===== src/rtl/or_result_serializer.sv =====
// Captures four OR-stage lane results plus a lane mask, then emits the selected
// lanes one beat per handshake in ascending lane order, counting completed frames.
module or_result_serializer #(
  parameter int BITS = 32,
  localparam int W = BITS + 3
) (
  input  logic            clk,
  input  logic            rst,
  input  logic [BITS-1:0] c0,
  input  logic [BITS:0]   c1,
  input  logic [BITS+1:0] c2,
  input  logic [BITS+2:0] c3,
  input  logic [3:0]      lane_mask,
  input  logic            in_valid,
  output logic            in_ready,
  output logic [W-1:0]    out_data,
  output logic [1:0]      out_idx,
  output logic            out_last,
  output logic            out_valid,
  input  logic            out_ready,
  output logic [15:0]     frame_cnt
);

  typedef enum logic {IDLE, SEND} state_t;

  state_t              state_q, state_d;
  logic [3:0][W-1:0]   lane_q, lane_d;
  logic [3:0]          mask_q, mask_d;
  logic [1:0]          idx_q, idx_d;
  logic [15:0]         cnt_q, cnt_d;

  logic [1:0]          first_idx;
  logic [1:0]          next_idx;
  logic                has_next;
  logic [15:0]         cnt_inc;

  always_ff @(posedge clk) begin
    if (rst) begin
      state_q <= IDLE;
      lane_q  <= '0;
      mask_q  <= '0;
      idx_q   <= '0;
      cnt_q   <= '0;
    end else begin
      state_q <= state_d;
      lane_q  <= lane_d;
      mask_q  <= mask_d;
      idx_q   <= idx_d;
      cnt_q   <= cnt_d;
    end
  end

  // Descending scans so the lowest qualifying lane is the one left assigned.
  always_comb begin
    first_idx = 2'd0;
    next_idx  = idx_q;
    has_next  = 1'b0;
    for (int i = 3; i >= 0; i--) begin
      if (lane_mask[i]) first_idx = 2'(i);
      if (mask_q[i] && (i > int'(idx_q))) begin
        next_idx = 2'(i);
        has_next = 1'b1;
      end
    end
  end

  assign cnt_inc = (cnt_q == 16'hFFFF) ? cnt_q : cnt_q + 16'd1;

  always_comb begin
    state_d = state_q;
    lane_d  = lane_q;
    mask_d  = mask_q;
    idx_d   = idx_q;
    cnt_d   = cnt_q;
    case (state_q)
      IDLE: begin
        if (in_valid) begin
          lane_d = {W'(c3), W'(c2), W'(c1), W'(c0)};
          mask_d = lane_mask;
          idx_d  = first_idx;
          if (lane_mask != 4'd0) state_d = SEND;
          else                   cnt_d   = cnt_inc;
        end
      end
      SEND: begin
        if (out_ready) begin
          if (has_next) begin
            idx_d = next_idx;
          end else begin
            state_d = IDLE;
            cnt_d   = cnt_inc;
          end
        end
      end
      default: state_d = IDLE;
    endcase
  end

  assign in_ready  = (state_q == IDLE);
  assign out_valid = (state_q == SEND);
  assign out_data  = out_valid ? lane_q[idx_q] : '0;
  assign out_idx   = out_valid ? idx_q : 2'd0;
  assign out_last  = out_valid && !has_next;
  assign frame_cnt = cnt_q;

endmodule


===== config.mk =====
export PLATFORM = sky130hd
export DESIGN_NAME = or_result_serializer
export DESIGN_NICKNAME = d
export VERILOG_FILES = /design/src/rtl/or_result_serializer.sv
export SDC_FILE = /design/constraint.sdc
export NUM_CORES = 1
export LEC_CHECK = 0
export CAP_MARGIN = 5
export CORE_UTILIZATION = 50
export CTS_CLUSTER_SIZE = 12
export DETAILED_ROUTE_END_ITERATION = 8
export PLACE_DENSITY = 0.95
export SYNTH_ARGS = -nofsm -noshare
export SYNTH_HDL_FRONTEND = slang
export SYNTH_SLANG_ARGS = --single-unit

===== constraint.sdc =====
create_clock -name clk -period 3.2 [get_ports clk]
set_input_delay 0.64 -clock clk [delete_from_list [all_inputs] [get_ports clk]]
set_output_delay 0.64 -clock clk [all_outputs]
set_load 0.1 [all_outputs]

==> run_1/metal_stack.png <==
The bar under the picture is 20 um long. Two of the layers only.
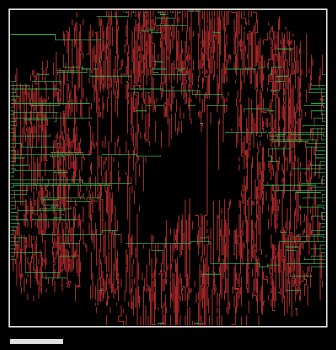
| layer | colour | wire length |
|---|---|---|
| met3 | green | 1390 um |
| met2 | red | 9940 um |
via count: 6494
Routed WL: 19500 um

==> run_1/final_congestion.png <==
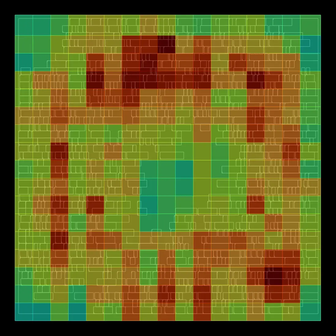
GR peak layer: met2
post-DR wirelength/cell: 16.7 um

==> metrics.csv, run 1 <==
metric,value,unit
status,"finished, final reports clean",
xor/xnor share of the synthesized area,0,
Filler cells,898,
Pwr top,registers,
Mapped Cells,815,
CTS tree,yes,
Critical Path RT,2.56,ns
first-pass GRT wire length,31000,um
"EDFF count, synth",0,
initial antenna violation count,0,
most frequent cell after synthesis,nand2_1,
All-Layer GR Usage,0.281,
cts repair resizes,0,
Final Skew,0.00652,ns
total CTS buffers,17,
Worst Tran Pin Value,1.18,ns
largest cells by area after synthesis,"dfxtp_1 46%, nand2_1 16%, a21oi_1 11%, mux4_2 11%, and2_1 3.2%",
Post-Layout Cell Count,1167,
Via density,5.56,
final worst path period share,0.889,
max incr delay on CP,0.57,ns
CTS Sinks,156,
fa+ha+maj area frac,0.00185,
Worst Path Arrival,2.21,ns
die height,118,um
hold_sp,lane_q[98],
CP top delay family,buffers and inverters,
worst path bufs/invs,2,
DRT Pass-1 Iters,5,
sequential power,0.00212,W
Crit-path slowest cell,mux4_2,
clock share of power,0.407,
fraction of layout cells with a size suffix above 1,0.146,
crit start category,flop,
first element of the critical path,idx_q[0],
cells in synth_stat.txt,815,
Dominant cell area share,0.462,
M2 GR Usage,0.484,
power density over the cells,524,nW/um^2
setup TNS,0,ns
top cells by count,"286 x nand2_1, 156 x dfxtp_1, 151 x a21oi_1",
crit path kind,reg2out,
Post-DP HPWL,12500,um
Top Ports,198,
Worst-path clk slew,0.06,ns
Pint,0.00374,W
Clock Power,0.00209,W
Syn Nets,958,
root buffer cell,clkbuf_16,
Hold Path Class,reg2reg,
Largest logic family,simple AND/OR/NAND/NOR gates,
"Seq share, synth",0.462,
Main synth FF type,dfxtp_1,
Setup Buffers After CTS,0,
VDD IR max,365,uV
Netlist cell types,39,
Net Sw Power,0.00139,W
"Compound Share, Synth",0.137,
die width,118,um
Log Warnings,32,
final setup vio count,0,
Global Route met3 Usage,0.0777,
worst-path fanout max,20,
synthesis area per yosys,6760,sq um
unrepaired setup endpoints after global routing,false,
Syn. warnings,0,
Power Combinational,0.000920,W
Layout Area Growth over Synthesis,44.9,%
largest area contributor in the netlist,dfxtp_1,
"mux frac, synth",0.118,
IO Port Bufs,197,
Post-Syn Area,6760,sq um
==> run_1/density.png <==
12 x 12 tiles, from black (low) to pale yellow (high), 0 to 100% covered.
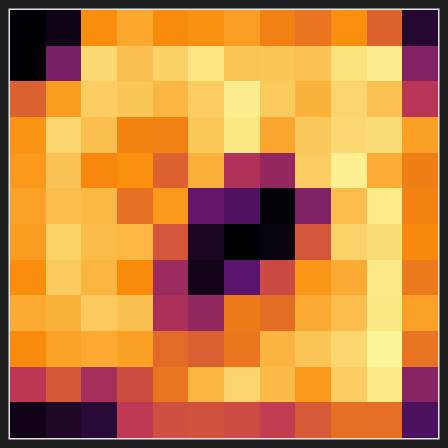
tiles over 75% full: 56%
emptiest ninth of the die: middle
nearly empty tiles: 3.5%
mean over tiles: 69%
FP Core Util: 0.511
fin util: 0.740
CORE AREA: 13200 sq um

==> run_1/cell_classes.png <==
The bar under the picture is 20 um long. Fill, decap, tap and diode cells in grey.
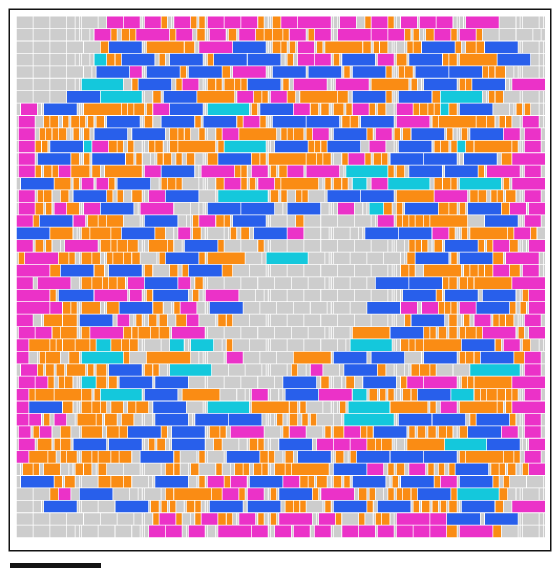
| class | colour | cells | share of their area |
|---|---|---|---|
| all other logic | orange | 597 | 36% |
| other buffers and delay cells | magenta | 206 | 25% |
| flip-flops | blue | 156 | 33% |
| clock drivers and dummy loads | cyan | 32 | 6.4% |
# rows: 42
final instance area: 9800 sq um

[run 1: layer usage]
layer / routed length [um] / part of all wire
met5: 0 / 0
met4: 582 / 0.030
met3: 1390 / 0.071
met2: 9940 / 0.51
met1: 7590 / 0.39
[run 1: placed cells by master, fill, tap and decap left out, types with 5 or more instances in the layout]
master           synthesis  layout
clkbuf_16                0      17
nor2b_1                  6       5
mux4_2                  32      32
a21oi_1                151     151
nor2_1                  12      10
buf_12                   0      41
buf_4                    0      25
or4_1                    5       5
and2_1                  35      34
dfxtp_1                156     154
inv_1                    5       5
o21ai_0                 10      10
or3_1                    8       8
clkdlybuf4s50_1          0     140
nand4_1                  7       7
nand2_1                286     285
[run 1: worst paths after layout]
path	slack, ns	cells after the start	endpoint
worst max-delay path	0.35	4	out_data[17]
worst min-delay path	0.45	2	lane_q[98]
worst max register to register	0.89	6	frame_cnt[14]
worst min register to register	0.45	2	lane_q[98]
[run 1: registers in the layout, summed over array words and instances, names as in the netlist]
| signal | count |
|---|---|
| lane_q | 134 |
| frame_cnt | 16 |
| mask_q | 3 |
| idx_q | 2 |
| out_valid | 1 |
[run 1: metrics by stage]
step	total power [W]	hold slack, ns	instance area [sq um]	setup WS (ns)
detailed placement	0.00308	0.445	9190	0.445
global placement	0.00305	0.439	9190	0.541
global route	0.00532	0.468	9800	0.259
finish	0.00513	0.454	9800	0.355
CTS	0.00516	0.453	9800	0.330
floorplan	0.00269	0.432	6780	0.0941
[run 1: cell type report]
type | count | area [sq um] | share of cell area
multi-input combinational | 591 | 3410 | 0.348
sequential | 156 | 3130 | 0.319
timing repair buffer | 206 | 2410 | 0.246
clock buffer | 19 | 453 | 0.0462
tap | 176 | 220 | 0.0225
clock inverter | 13 | 165 | 0.0168
inverter | 6 | 22.5 | 0.00230
==> run 2: changes to the inputs <==
--- a/config.mk
+++ b/config.mk
@@ -6,10 +6,10 @@
 export NUM_CORES = 1
 export LEC_CHECK = 0
 export CAP_MARGIN = 5
-export CORE_UTILIZATION = 50
+export CORE_UTILIZATION = 28
 export CTS_CLUSTER_SIZE = 12
 export DETAILED_ROUTE_END_ITERATION = 8
-export PLACE_DENSITY = 0.95
+export PLACE_DENSITY = 0.63
 export SYNTH_ARGS = -nofsm -noshare
 export SYNTH_HDL_FRONTEND = slang
 export SYNTH_SLANG_ARGS = --single-unit
==> metrics.csv, run 2 <==
metric,value,unit,change
status,"finished, final reports clean",,
total CTS buffers,17,,unchanged
die width,157,um,+33%
"Compound Share, Synth",0.137,,unchanged
VDD IR max,373,uV,+2.3%
most common logic cells in the final layout,"285 x nand2_1, 153 x dfxtp_1, 151 x a21oi_1",,
largest cells by area after synthesis,"dfxtp_1 46%, nand2_1 16%, a21oi_1 11%, mux4_2 11%, and2_1 3.2%",,
Final Skew,0.0134,ns,+0.00692 ns
Worst Path Arrival,2.10,ns,-0.11 ns
final worst setup slack,0.459,ns,+0.104 ns
cts repair resizes,0,,unchanged
crit start category,flop,,
first-pass GRT wire length,31900,um,+2.8%
Filler cells,2397,,+170%
xor/xnor share of the synthesized area,0,,unchanged
first element of the critical path,idx_q[0],,
setup TNS,0,ns,unchanged
NonClk Buf Share,0.224,,-0.0216
Top reg by flops,lane_q,,
clock buffers,21,,+2
cells in synth_stat.txt,815,,unchanged
Log Warnings,30,,-6.3%
via count,6202,,-4.5%
largest area contributor in the netlist,dfxtp_1,,
final setup vio count,0,,unchanged
Top Ports,198,,unchanged
Netlist cell types,39,,unchanged
Layout Area Growth over Synthesis,44.0,%,
Hold Path Class,reg2reg,,
most frequent cell after synthesis,nand2_1,,
Comb/total area,0.350,,+0.00219
Syn. warnings,0,,unchanged
Mapped Cells,815,,unchanged
Net Sw Power,0.00137,W,-1.2%
Worst Tran Pin Value,1.13,ns,-0.0517 ns
crit path kind,reg2out,,
Top cell excl fill/tap,nand2_1,,
fraction of layout cells with a size suffix above 1,0.144,,-0.00187
CTS Sinks,156,,unchanged
fa+ha+maj area frac,0.00185,,unchanged
Largest logic family,simple AND/OR/NAND/NOR gates,,
IO Port Bufs,197,,unchanged
"Buffers, non-clock",206,,unchanged
worst-path fanout max,20,,unchanged
FP Core Util,0.286,,-0.224
Critical Path RT,2.56,ns,about the same
clock network area share,0.0618,,-0.00127
Post-DP HPWL,13000,um,+4.3%
Setup Buffers After CTS,0,,unchanged
DRT Pass-1 Iters,5,,unchanged
clock share of power,0.408,,about the same
max reg flops,134,,unchanged
final worst path period share,0.857,,-0.0325
Pint,0.00372,W,-0.75%
Global Route met3 Usage,0.0388,,-0.0389
Main synth FF type,dfxtp_1,,
Worst R2R End,frame_cnt[10],,
M2 GR Usage,0.270,,-0.214
-- run 2: cell counts after synthesis --
Identical to the previous run, type by type.
-- run 2: worst min-delay path by stage --
stage | depth (start not counted) | slack [ns] | start | end
floorplan | 2 | 0.43 | lane_q[139] | lane_q[139]
global placement | 2 | 0.44 | lane_q[8] | lane_q[8]
detailed placement | 2 | 0.44 | mask_q[1] | mask_q[1]
CTS | 2 | 0.45 | mask_q[1] | mask_q[1]
global route | 2 | 0.46 | lane_q[120] | lane_q[120]
finish | 2 | 0.45 | lane_q[86] | lane_q[86]
-- run 2: power by group through the flow --
| stage | Combinational, W | Clock (W) | Sequential, W |
|---|---|---|---|
| after CTS | 0.000905 | 0.00215 | 0.00212 |
| after floorplan | 0.000534 | 0 | 0.00215 |
| final | 0.000894 | 0.00208 | 0.00212 |
| after global routing | 0.000968 | 0.00222 | 0.00213 |
| after global placement | 0.000896 | 0 | 0.00216 |
| after detailed placement | 0.000902 | 0 | 0.00216 |
-- run 2: critical path: stages, from the launching register on --
cell	delay, ns
dfxtp_2	0.34
buf_4	0.36
mux4_2	0.56
and2_1	0.19
buf_4	0.23
-- run 2: metrics by stage --
step	cell area [sq um]	util	hold WS, ns	std cells	total power, W
3_3_place_gp	9140	0.387	0.440	1278	0.00305
2_1_floorplan	6780	-	0.432	815	0.00269
6_report	9740	0.413	0.450	1309	0.00509
3_5_place_dp	9140	0.387	0.443	1278	0.00306
5_1_grt	9740	0.413	0.464	1309	0.00532
4_1_cts	9740	0.413	0.451	1309	0.00517
-- run 2: routing by layer --
metal  part of all wire  wire length [um]  up-vias
li1                   -                 -     3085
met1               0.47              9440     2946
met2               0.47              9350      159
met3              0.056              1130       12
met5                  0                 0        -
met4             0.0080               161        0
==> run_2/registers.png <==
The bar under the picture is 50 um long.
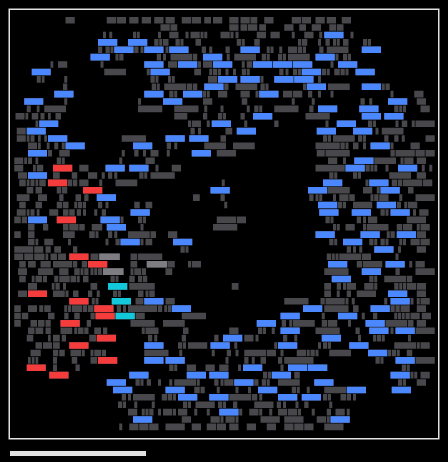
| name in the netlist | colour | flops |
|---|---|---|
| frame_cnt | red | 16 |
| mask_q | cyan | 3 |
| lane_q | blue | 134 |
not coloured: 3
FF/Latch Area: 3130 sq um
flop share of the area: 0.321

==> run_2/final_congestion.png <==
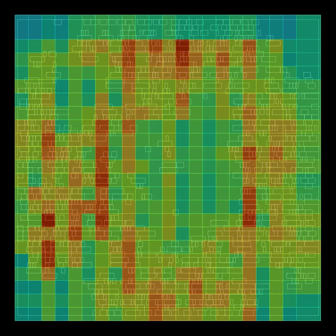
post-DR wirelength/cell: 15.3 um
All-Layer GR Usage: 0.167
GRT met1 Usage: 0.222

No activity file was given, so power comes from the tool's default toggle rates.
